## config.mk

```make
export PLATFORM = sky130hd
export DESIGN_NAME = mc_ctrl_fsm
export DESIGN_NICKNAME = d
export VERILOG_FILES = /design/src/rtl/cpu_pkg.sv /design/src/rtl/instr_decode.sv /design/src/rtl/mc_ctrl_fsm.sv
export SDC_FILE = /design/constraint.sdc
export NUM_CORES = 1
export LEC_CHECK = 0
export CAP_MARGIN = 20
export CORE_MARGIN = 4
export CORE_UTILIZATION = 42
export DETAILED_ROUTE_END_ITERATION = 8
export PLACE_DENSITY = 0.66
export SETUP_SLACK_MARGIN = 0.2
export SLEW_MARGIN = 20
export SYNTH_ARGS = -nofsm -noshare
export SYNTH_HDL_FRONTEND = slang
export SYNTH_HIERARCHICAL = 1
export SYNTH_SLANG_ARGS = --single-unit
export TNS_END_PERCENT = 5
```

## constraint.sdc

```tcl
create_clock -name clk -period 8.9 [get_ports clk]
set_input_delay 0.89 -clock clk [delete_from_list [all_inputs] [get_ports clk]]
set_output_delay 0.89 -clock clk [all_outputs]
set_load 0.02 [all_outputs]
```

## src/rtl/cpu_pkg.sv

```systemverilog
// Shared definitions for the multicycle processor control path:
// opcodes, funct codes, ALU op codes, FSM states and decode payload.
package cpu_pkg;

    localparam int unsigned XLEN   = 32;
    localparam int unsigned REG_AW = 5;
    localparam int unsigned OP_W   = 6;
    localparam int unsigned ALU_W  = 3;

    localparam logic [XLEN-1:0] RESET_PC_DEFAULT = 32'h0000_0000;

    localparam logic [OP_W-1:0] OP_RTYPE = 6'h00;
    localparam logic [OP_W-1:0] OP_J     = 6'h02;
    localparam logic [OP_W-1:0] OP_BEQ   = 6'h04;
    localparam logic [OP_W-1:0] OP_ADDI  = 6'h08;
    localparam logic [OP_W-1:0] OP_LW    = 6'h23;
    localparam logic [OP_W-1:0] OP_SW    = 6'h2B;

    localparam logic [OP_W-1:0] FN_ADD = 6'h20;
    localparam logic [OP_W-1:0] FN_SUB = 6'h22;
    localparam logic [OP_W-1:0] FN_AND = 6'h24;
    localparam logic [OP_W-1:0] FN_OR  = 6'h25;
    localparam logic [OP_W-1:0] FN_SLT = 6'h2A;

    localparam logic [ALU_W-1:0] ALU_ADD = 3'd0;
    localparam logic [ALU_W-1:0] ALU_SUB = 3'd1;
    localparam logic [ALU_W-1:0] ALU_AND = 3'd2;
    localparam logic [ALU_W-1:0] ALU_OR  = 3'd3;
    localparam logic [ALU_W-1:0] ALU_SLT = 3'd4;

    typedef enum logic [2:0] {
        ST_FETCH  = 3'd0,
        ST_DECODE = 3'd1,
        ST_EXEC   = 3'd2,
        ST_MEM    = 3'd3,
        ST_WB     = 3'd4,
        ST_HALT   = 3'd5
    } state_t;

    typedef enum logic [2:0] {
        IC_RTYPE  = 3'd0,
        IC_IMM    = 3'd1,
        IC_LOAD   = 3'd2,
        IC_STORE  = 3'd3,
        IC_BRANCH = 3'd4,
        IC_JUMP   = 3'd5
    } iclass_t;

    typedef struct packed {
        logic [ALU_W-1:0] alu_op;
        logic             alu_src_imm;
        logic             wb_sel;
        logic             rd_is_rt;
        iclass_t          iclass;
        logic             legal;
    } dec_t;

endpackage

```

## src/rtl/instr_decode.sv

```systemverilog
// Combinational instruction decoder: opcode/funct to ALU controls,
// writeback select, destination select, instruction class and legality.
module instr_decode
    import cpu_pkg::*;
(
    input  logic [OP_W-1:0] op,
    input  logic [OP_W-1:0] funct,
    output dec_t            dec
);

    always_comb begin
        dec.alu_op      = ALU_ADD;
        dec.alu_src_imm = 1'b0;
        dec.wb_sel      = 1'b0;
        dec.rd_is_rt    = 1'b0;
        dec.iclass      = IC_RTYPE;
        dec.legal       = 1'b0;

        case (op)
            OP_RTYPE: begin
                dec.legal = 1'b1;
                case (funct)
                    FN_ADD:  dec.alu_op = ALU_ADD;
                    FN_SUB:  dec.alu_op = ALU_SUB;
                    FN_AND:  dec.alu_op = ALU_AND;
                    FN_OR:   dec.alu_op = ALU_OR;
                    FN_SLT:  dec.alu_op = ALU_SLT;
                    default: dec.legal  = 1'b0;
                endcase
            end
            OP_ADDI: begin
                dec.iclass      = IC_IMM;
                dec.alu_src_imm = 1'b1;
                dec.rd_is_rt    = 1'b1;
                dec.legal       = 1'b1;
            end
            OP_LW: begin
                dec.iclass      = IC_LOAD;
                dec.alu_src_imm = 1'b1;
                dec.rd_is_rt    = 1'b1;
                dec.wb_sel      = 1'b1;
                dec.legal       = 1'b1;
            end
            OP_SW: begin
                dec.iclass      = IC_STORE;
                dec.alu_src_imm = 1'b1;
                dec.legal       = 1'b1;
            end
            OP_BEQ: begin
                dec.iclass = IC_BRANCH;
                dec.alu_op = ALU_SUB;
                dec.legal  = 1'b1;
            end
            OP_J: begin
                dec.iclass = IC_JUMP;
                dec.legal  = 1'b1;
            end
            default: dec.legal = 1'b0;
        endcase
    end

endmodule

```

## src/rtl/mc_ctrl_fsm.sv

```systemverilog
// Multicycle control unit: instruction register, PC, datapath latches and
// the FETCH/DECODE/EXEC/MEM/WB sequencer with state-decoded strobes.
module mc_ctrl_fsm
    import cpu_pkg::*;
#(
    parameter logic [XLEN-1:0] RESET_PC = RESET_PC_DEFAULT
) (
    input  logic              clk,
    input  logic              rst,
    input  logic [XLEN-1:0]   mem_rdata,
    input  logic              mem_ready,
    input  logic [XLEN-1:0]   alu_result,
    input  logic              alu_zero,
    output logic              mem_req,
    output logic              mem_we,
    output logic [XLEN-1:0]   mem_addr,
    output logic [XLEN-1:0]   pc,
    output logic [REG_AW-1:0] rs,
    output logic [REG_AW-1:0] rt,
    output logic [REG_AW-1:0] rd,
    output logic              reg_we,
    output logic              wb_sel,
    output logic [XLEN-1:0]   wb_data,
    output logic [XLEN-1:0]   imm_ext,
    output logic              alu_src_imm,
    output logic [ALU_W-1:0]  alu_op,
    output logic              illegal
);

    state_t          state_q, state_d;
    logic [XLEN-1:0] pc_q, pc_d;
    logic [XLEN-1:0] ir_q, ir_d;
    logic [XLEN-1:0] addr_q, addr_d;
    logic [XLEN-1:0] alu_q, alu_d;
    logic [XLEN-1:0] mdr_q, mdr_d;
    logic            illegal_q, illegal_d;
    logic            mem_req_q, mem_req_d;
    logic            mem_we_q, mem_we_d;
    logic            reg_we_q, reg_we_d;

    dec_t            dec;
    logic [XLEN-1:0] imm_sext;
    logic [XLEN-1:0] branch_tgt;
    logic [XLEN-1:0] jump_tgt;
    logic            fetch_done;
    logic            mem_done;

    instr_decode u_decode (
        .op    (ir_q[31:26]),
        .funct (ir_q[5:0]),
        .dec   (dec)
    );

    assign imm_sext   = {{16{ir_q[15]}}, ir_q[15:0]};
    assign branch_tgt = XLEN'(pc_q + {imm_sext[XLEN-3:0], 2'b00});
    assign jump_tgt   = {pc_q[31:28], ir_q[25:0], 2'b00};

    // A handshake completes only while the registered request is visible,
    // so a ready arriving in the first cycle after reset is ignored.
    assign fetch_done = (state_q == ST_FETCH) && mem_req_q && mem_ready;
    assign mem_done   = (state_q == ST_MEM)   && mem_req_q && mem_ready;

    always_ff @(posedge clk) begin
        if (rst) begin
            state_q   <= ST_FETCH;
            pc_q      <= RESET_PC;
            ir_q      <= '0;
            addr_q    <= '0;
            alu_q     <= '0;
            mdr_q     <= '0;
            illegal_q <= 1'b0;
            mem_req_q <= 1'b0;
            mem_we_q  <= 1'b0;
            reg_we_q  <= 1'b0;
        end else begin
            state_q   <= state_d;
            pc_q      <= pc_d;
            ir_q      <= ir_d;
            addr_q    <= addr_d;
            alu_q     <= alu_d;
            mdr_q     <= mdr_d;
            illegal_q <= illegal_d;
            mem_req_q <= mem_req_d;
            mem_we_q  <= mem_we_d;
            reg_we_q  <= reg_we_d;
        end
    end

    always_comb begin
        state_d   = state_q;
        pc_d      = pc_q;
        ir_d      = ir_q;
        addr_d    = addr_q;
        alu_d     = alu_q;
        mdr_d     = mdr_q;
        illegal_d = illegal_q;

        case (state_q)
            ST_FETCH: begin
                if (fetch_done) begin
                    ir_d    = mem_rdata;
                    pc_d    = XLEN'(pc_q + 32'd4);
                    state_d = ST_DECODE;
                end
            end
            ST_DECODE: begin
                if (dec.legal) begin
                    state_d = ST_EXEC;
                end else begin
                    illegal_d = 1'b1;
                    state_d   = ST_HALT;
                end
            end
            ST_EXEC: begin
                case (dec.iclass)
                    IC_BRANCH: begin
                        if (alu_zero) begin
                            pc_d = branch_tgt;
                        end
                        state_d = ST_FETCH;
                    end
                    IC_JUMP: begin
                        pc_d    = jump_tgt;
                        state_d = ST_FETCH;
                    end
                    IC_LOAD, IC_STORE: begin
                        addr_d  = alu_result;
                        state_d = ST_MEM;
                    end
                    default: begin
                        alu_d   = alu_result;
                        state_d = ST_WB;
                    end
                endcase
            end
            ST_MEM: begin
                if (mem_done) begin
                    if (dec.iclass == IC_LOAD) begin
                        mdr_d   = mem_rdata;
                        state_d = ST_WB;
                    end else begin
                        state_d = ST_FETCH;
                    end
                end
            end
            ST_WB:   state_d = ST_FETCH;
            ST_HALT: state_d = ST_HALT;
            default: state_d = ST_FETCH;
        endcase

        // Strobes are flopped copies of the state they belong to.
        mem_req_d = (state_d == ST_FETCH) || (state_d == ST_MEM);
        mem_we_d  = (state_d == ST_MEM) && (dec.iclass == IC_STORE);
        reg_we_d  = (state_d == ST_WB);
    end

    assign mem_req     = mem_req_q;
    assign mem_we      = mem_we_q;
    assign reg_we      = reg_we_q;
    assign illegal     = illegal_q;
    assign pc          = pc_q;
    assign mem_addr    = (state_q == ST_MEM) ? addr_q : pc_q;
    assign rs          = ir_q[25:21];
    assign rt          = ir_q[20:16];
    assign rd          = dec.rd_is_rt ? ir_q[20:16] : ir_q[15:11];
    assign imm_ext     = imm_sext;
    assign alu_op      = dec.alu_op;
    assign alu_src_imm = dec.alu_src_imm;
    assign wb_sel      = dec.wb_sel;
    assign wb_data     = dec.wb_sel ? mdr_q : alu_q;

endmodule

```

==> notes.md, run 1 <==
Summary of the current implementation state.

- The run finished with clean final reports.
- The total net switching power is 0.0005420 W, for reference.
- After floorplanning, the core was divided into 55 placement rows.
- The number of cells on the worst reg-to-reg path is 9, for reference.
- The final-layout setup total negative slack is 0 ns, for reference.
- The buffering overhead is 0.1847, for reference.
- The analysis attributes to cell leakage a power of 4.456 nW.
- The non-filler instance count after layout is 1,690, for reference.
- For this floorplan the total number of well-tap instances is 285.
- The number of global-route vias before repair came to 9,183.
- After synthesis, the most frequently instantiated cells are sky130_fd_sc_hd__nand2_1 (299), sky130_fd_sc_hd__a21oi_1 (186), sky130_fd_sc_hd__dfxtp_1 (165).
- The mapped netlist covers 9696 um^2.
- The worst setup path is launched from a flop.
- In the routed design, unresolved DRC markers number 0.
- The number of hold buffers added after CTS is 0, for reference.
- The cell total after placement is 1,658, for reference.
- The power report attributes to the combinational group a share of 0.155.
- The plain and repair buffers instantiated in the layout total 233.
- In this run, the synthesized area fraction spent on xor and xnor cells is recorded as 0.02258.
- The final core utilization is 0.5477, for reference.
- The fraction of registers with async set or reset after synthesis is 0, for reference.
- For this run, the chip area from Yosys synthesis comes to 9696 um^2.
- The routed metal-1 wire length is 14,970 um, for reference.
- By startpoint and endpoint, the worst setup path is classified as flop to flop.
- The share of the Yosys chip area taken by registers is 0.3407.
- Clock tree synthesis inserted a total of 17 buffers.
- The global-route usage over all layers is 0.2506, for reference.
- Looking at the clock tree report, the maximum root-to-sink buffer count equals 2.
- The post-synthesis to final-layout area growth is 27.89%, for reference.
- The cell count listed in synth_stat.txt is 1,261, for reference.
- The number of inserted filler cells in the final layout is 2,126, for reference.
- Summed over all instances, the cell type with the most area after synthesis is sky130_fd_sc_hd__dfxtp_1.
Figure 1. Clock nets (run 1).
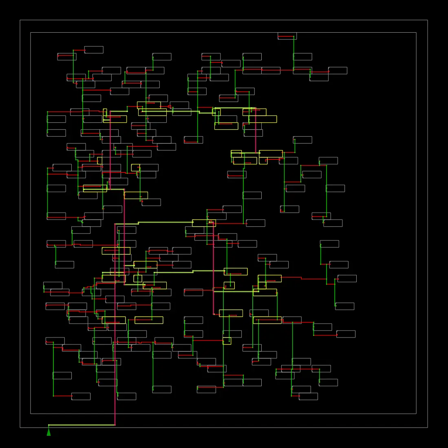
clock buffer instance count of the final layout: 18
Flop Count: 165

Figure 2. Wires at chosen ports, followed through buffers (run 1).
Bar = 50 um.
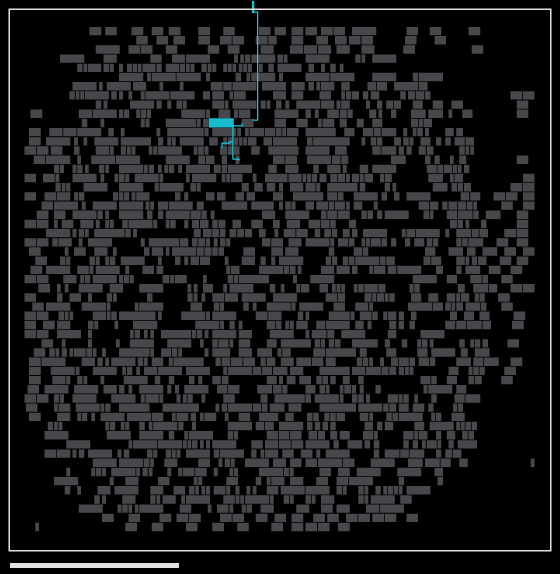
mem_req -> cyan  # direction output, end cells 1, buffers 1, wire 55.3 um

Figure 3. Signal wires by layer (run 1).
Only two layers are drawn.
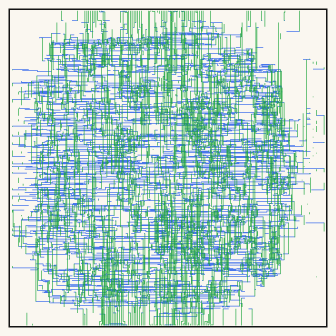
M1 -> blue  # wire length 15,000 um
M2 -> green  # wire length 15,000 um

Figure 4. Sequential cells grouped by signal name (run 1).
Bar = 50 um. Other sequential cells in the stronger grey, the rest of the logic in the fainter grey.
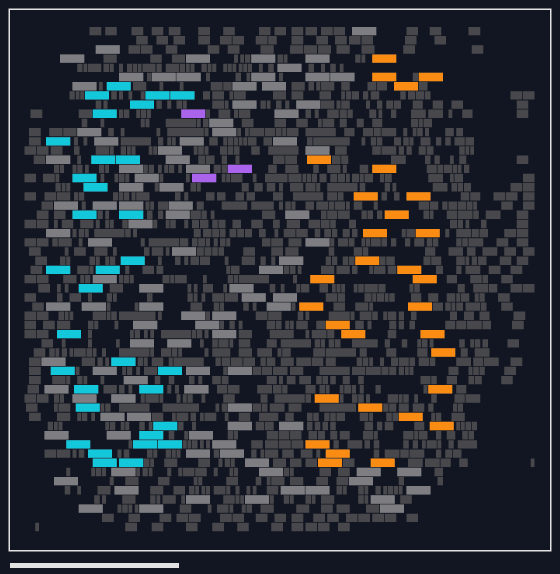

==> run 2: changes to the inputs <==
==> constraint.sdc (replaced) <==
create_clock -name clk -period 3.8 [get_ports clk]
set_input_delay 0.38 -clock clk [delete_from_list [all_inputs] [get_ports clk]]
set_output_delay 0.38 -clock clk [all_outputs]
set_load 0.02 [all_outputs]
Figure 5. Sequential cells grouped by signal name (run 2).
Bar = 50 um. Other sequential cells in the stronger grey, the rest of the logic in the fainter grey.
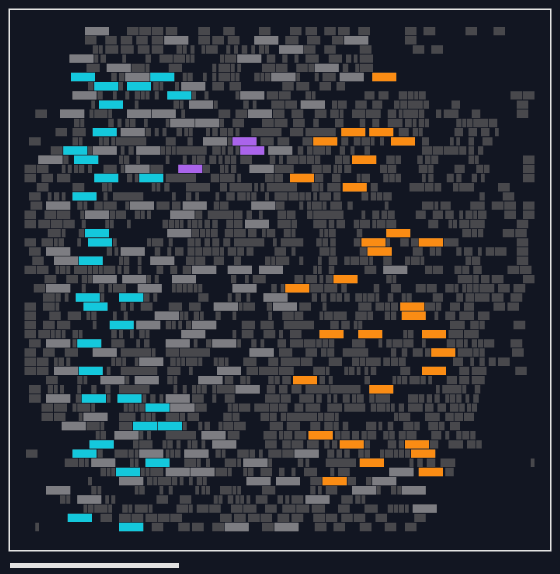
pc -> orange  # placed flops 30
mdr_q -> cyan  # placed flops 32, where a vertical strip on the left
state_q -> purple  # placed flops 3

Figure 6. A small window of the routed layout (run 2).
Window x 20 to 60, y 100 to 140 um. Cells in grey, sequential cells in the stronger grey; small squares are vias.
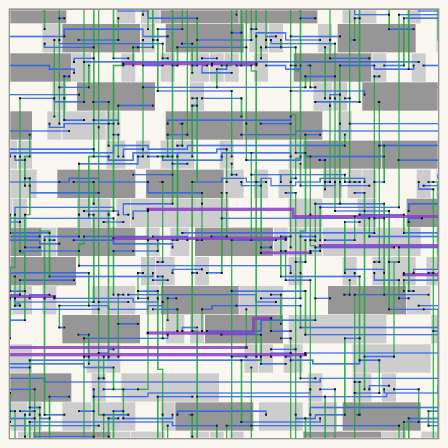
M2 -> green
M1 -> blue
M3 -> purple
netlist names of flops here include = mdr_q (9), ir_q (7), alu_q (4)
sequential cells in the window = 23
cells with their middle in the window = 109
most frequent = nand2_1 (46), dfxtp_1 (23), a21oi_1 (19)

==> run 2 against run 1 <==
Global-route usage grew 0.061 points. Total power grew 130%. Sequential power grew 130%. Die area is the same. Highest routed layer unchanged. Hold slack lost 0.0015 ns. Via count shrank 0.61%. First-iteration DRC count shrank 5.3%. Final area grew 0.77%.
==> notes.md, run 2 <==
Summary of the current implementation state.

- The placement row count is 55 (unchanged), for reference.
- The cell count listed in synth_stat.txt came to 1,261 (unchanged).
- The kind of critical path is flop to output pin, for reference.
- Counting instances in the post-synthesis netlist gives the leading cell types as sky130_fd_sc_hd__nand2_1 (299), sky130_fd_sc_hd__a21oi_1 (186), sky130_fd_sc_hd__dfxtp_1 (165).
- The number of hold buffers added after CTS is 0 (unchanged), for reference.
- The total net switching power is 0.001331 W (+150%), for reference.
- The run finished with clean final reports.
- The dominant cell type by area after synthesis is sky130_fd_sc_hd__dfxtp_1, for reference.
- The count of buffers not belonging to the clock network in the layout came to 250 (+7.3%).
- In this run the layout overhead on the synthesized area is reported as 28.87%.
- The final-layout setup total negative slack is 0 ns (unchanged), for reference.
- The area of the synthesized netlist per yosys stat came to 9696 um^2 (unchanged).
- The buffering overhead was 0.1945 (+0.009810).
- The number of clock buffers in the layout came to 18 (unchanged).
- The number of well-tap cells placed is 285 (unchanged), for reference.
- The share of the yosys chip area belonging to registers was 0.3407 (unchanged).
- The routed metal-1 wire length was 15,230 um (+1.8%).
- The fraction of registers with async set or reset after synthesis is 0 (unchanged).
- The type of origin of the critical path is a flop, for reference.
- The cell total after placement is 1,675 (+1.0%).
- The cell area after technology mapping is 9696 um^2 (unchanged), for reference.
- The non-filler instance count after layout was 1,708 (+1.1%).
- The maximum number of buffers from clock root to sink was 2 (unchanged).
- The number of global-route vias before repair is 9,026 (-1.7%).
- The proportion of power drawn by combinational gates is 0.164 (+0.009).
Figure 7. Wires at chosen ports, followed through buffers (run 2).
Bar = 50 um.
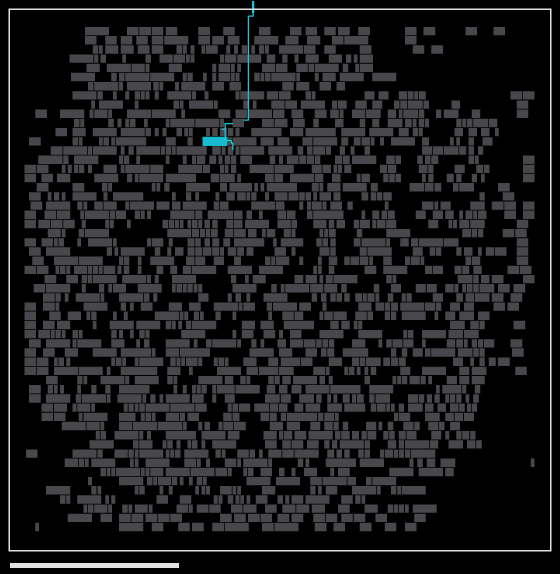

==> run 3: changes to the inputs <==
--- a/config.mk
+++ b/config.mk
@@ -7,9 +7,9 @@
 export LEC_CHECK = 0
 export CAP_MARGIN = 20
 export CORE_MARGIN = 4
-export CORE_UTILIZATION = 42
+export CORE_UTILIZATION = 25
 export DETAILED_ROUTE_END_ITERATION = 8
-export PLACE_DENSITY = 0.66
+export PLACE_DENSITY = 0.43
 export SETUP_SLACK_MARGIN = 0.2
 export SLEW_MARGIN = 20
 export SYNTH_ARGS = -nofsm -noshare
Figure 8. Wires at chosen ports, followed through buffers (run 3).
Bar = 50 um.
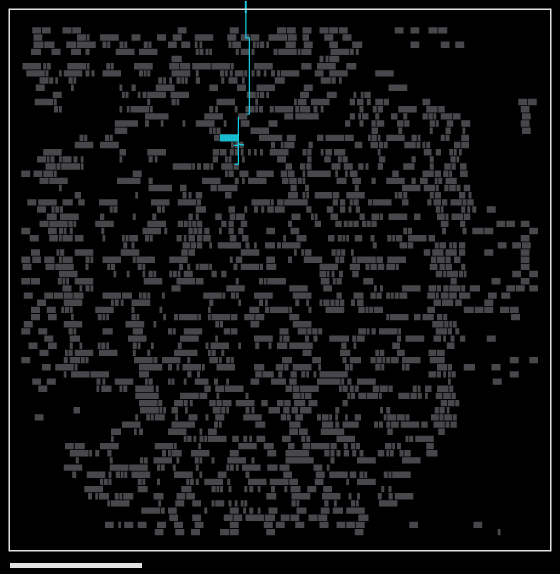
mem_req -> cyan  # direction output, end cells 1, buffers 1, wire 65.2 um
number of I/O pins: 220
number of buffers added on ports: 217

Figure 9. Signal wires by layer (run 3).
Only two layers are drawn.
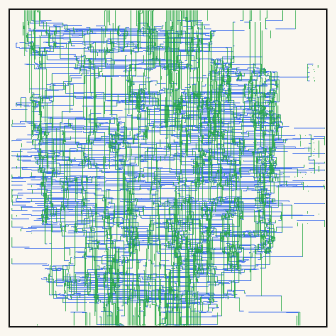
M1 -> blue  # wire length 19,700 um
M2 -> green  # wire length 17,700 um

==> run 3 against run 2 <==
Via count decreased by 1.2%. Non-clock buffer count increased by 12. Utilization decreased by 21 points. Critical path depth increased by 4. Largest cell class unchanged. Synthesized area unchanged. Count of clock-buffer cells in the layout increased by 1. Fmax increased by 1.6%. Final cell count increased by 14%.
==> notes.md, run 3 <==
Summary of the current implementation state.

- The later pin in the worst-skew pair is clocked with a latency of 0.43 ns.
- The multiplexer share of the synthesized area is 0.08195, for reference.
- The post-synthesis to final-layout area growth is 32.11%, for reference.
- The worst hold path was traced through 2 stages.
- The timing report gives the worst reg2reg path a setup slack of 0.61 ns.
- The number of maximum-capacitance violations recorded for the run is 0.
- The total die size is 42,000 um^2, for reference.
- The non-filler instance count after layout is 1,943 (+14%).
- The final-layout setup total negative slack is 0 ns (unchanged), for reference.
- The area of the synthesized netlist per yosys stat is 9696 um^2 (unchanged).
- The startpoint of the worst setup timing path is ir_q[29], for reference.
- The worst clock skew is 0.009647 ns, for reference.
- Headroom to the max-slew limit came out at 0.4503.
- The floorplan die width is 204.9 um, for reference.
- The number of cells on the worst reg-to-reg path is 9, for reference.
- The count of buffers not belonging to the clock network in the layout is 262 (+4.8%), for reference.
- The cell area after technology mapping is 9696 um^2 (unchanged), for reference.
- The most frequently used cell type in the post-synthesis netlist is sky130_fd_sc_hd__nand2_1, for reference.
- The endpoint class of the critical path is a flop, for reference.
- The number of hold buffers added after CTS came to 0 (unchanged).
- The fraction of registers with async set or reset after synthesis is 0 (unchanged).
- The critical path in this run is classified as flop to flop.
- The met3 wirelength from detailed routing is 1727 um, for reference.
- The maximum number of buffers from clock root to sink was 2 (unchanged).
- The hold violation total from the final report is 0, for reference.
- The cell count listed in synth_stat.txt was 1,261 (unchanged).
- At the worst endpoint, the arrival time is 3.54 ns.
- The summed area of non-filler cells in the final layout is 12,810 um^2, for reference.
- The sequential share of power is 0.426, for reference.
- The proportion of power drawn by combinational gates is 0.177 (+0.013), for reference.
- The number of well-tap cells placed is 511 (+79%), for reference.
- The clock net in this run drives a total of 165 sinks.
- For this run, the script counts the antenna cells in the layout as 1.
- Of the total power, the share spent switching nets is 0.2944.
- Looking at area per cell type in the netlist, the leader is sky130_fd_sc_hd__dfxtp_1.
- The share of the yosys chip area belonging to registers came to 0.3407 (unchanged).
- By count the netlist is led by sky130_fd_sc_hd__nand2_1 (299), sky130_fd_sc_hd__a21oi_1 (186), sky130_fd_sc_hd__dfxtp_1 (165).
- The cell total after placement was 1,912 (+14%).
- The internal power consumption is 0.003057 W, for reference.
- The routed metal-1 wire length was 19,690 um (+29%).
- The number of global-route vias before repair is 9,058 (+0.35%), for reference.
- The buffering overhead is 0.1967 (+0.002266).
- The prevailing logic family in the synthesized netlist is simple AND/OR/NAND/NOR gates, for reference.
- The biggest slice of the total power is consumed by registers.
- The flow ran to the end, and the final reports show no timing, DRC or antenna violations.
Power and IR drop assume default switching activity.
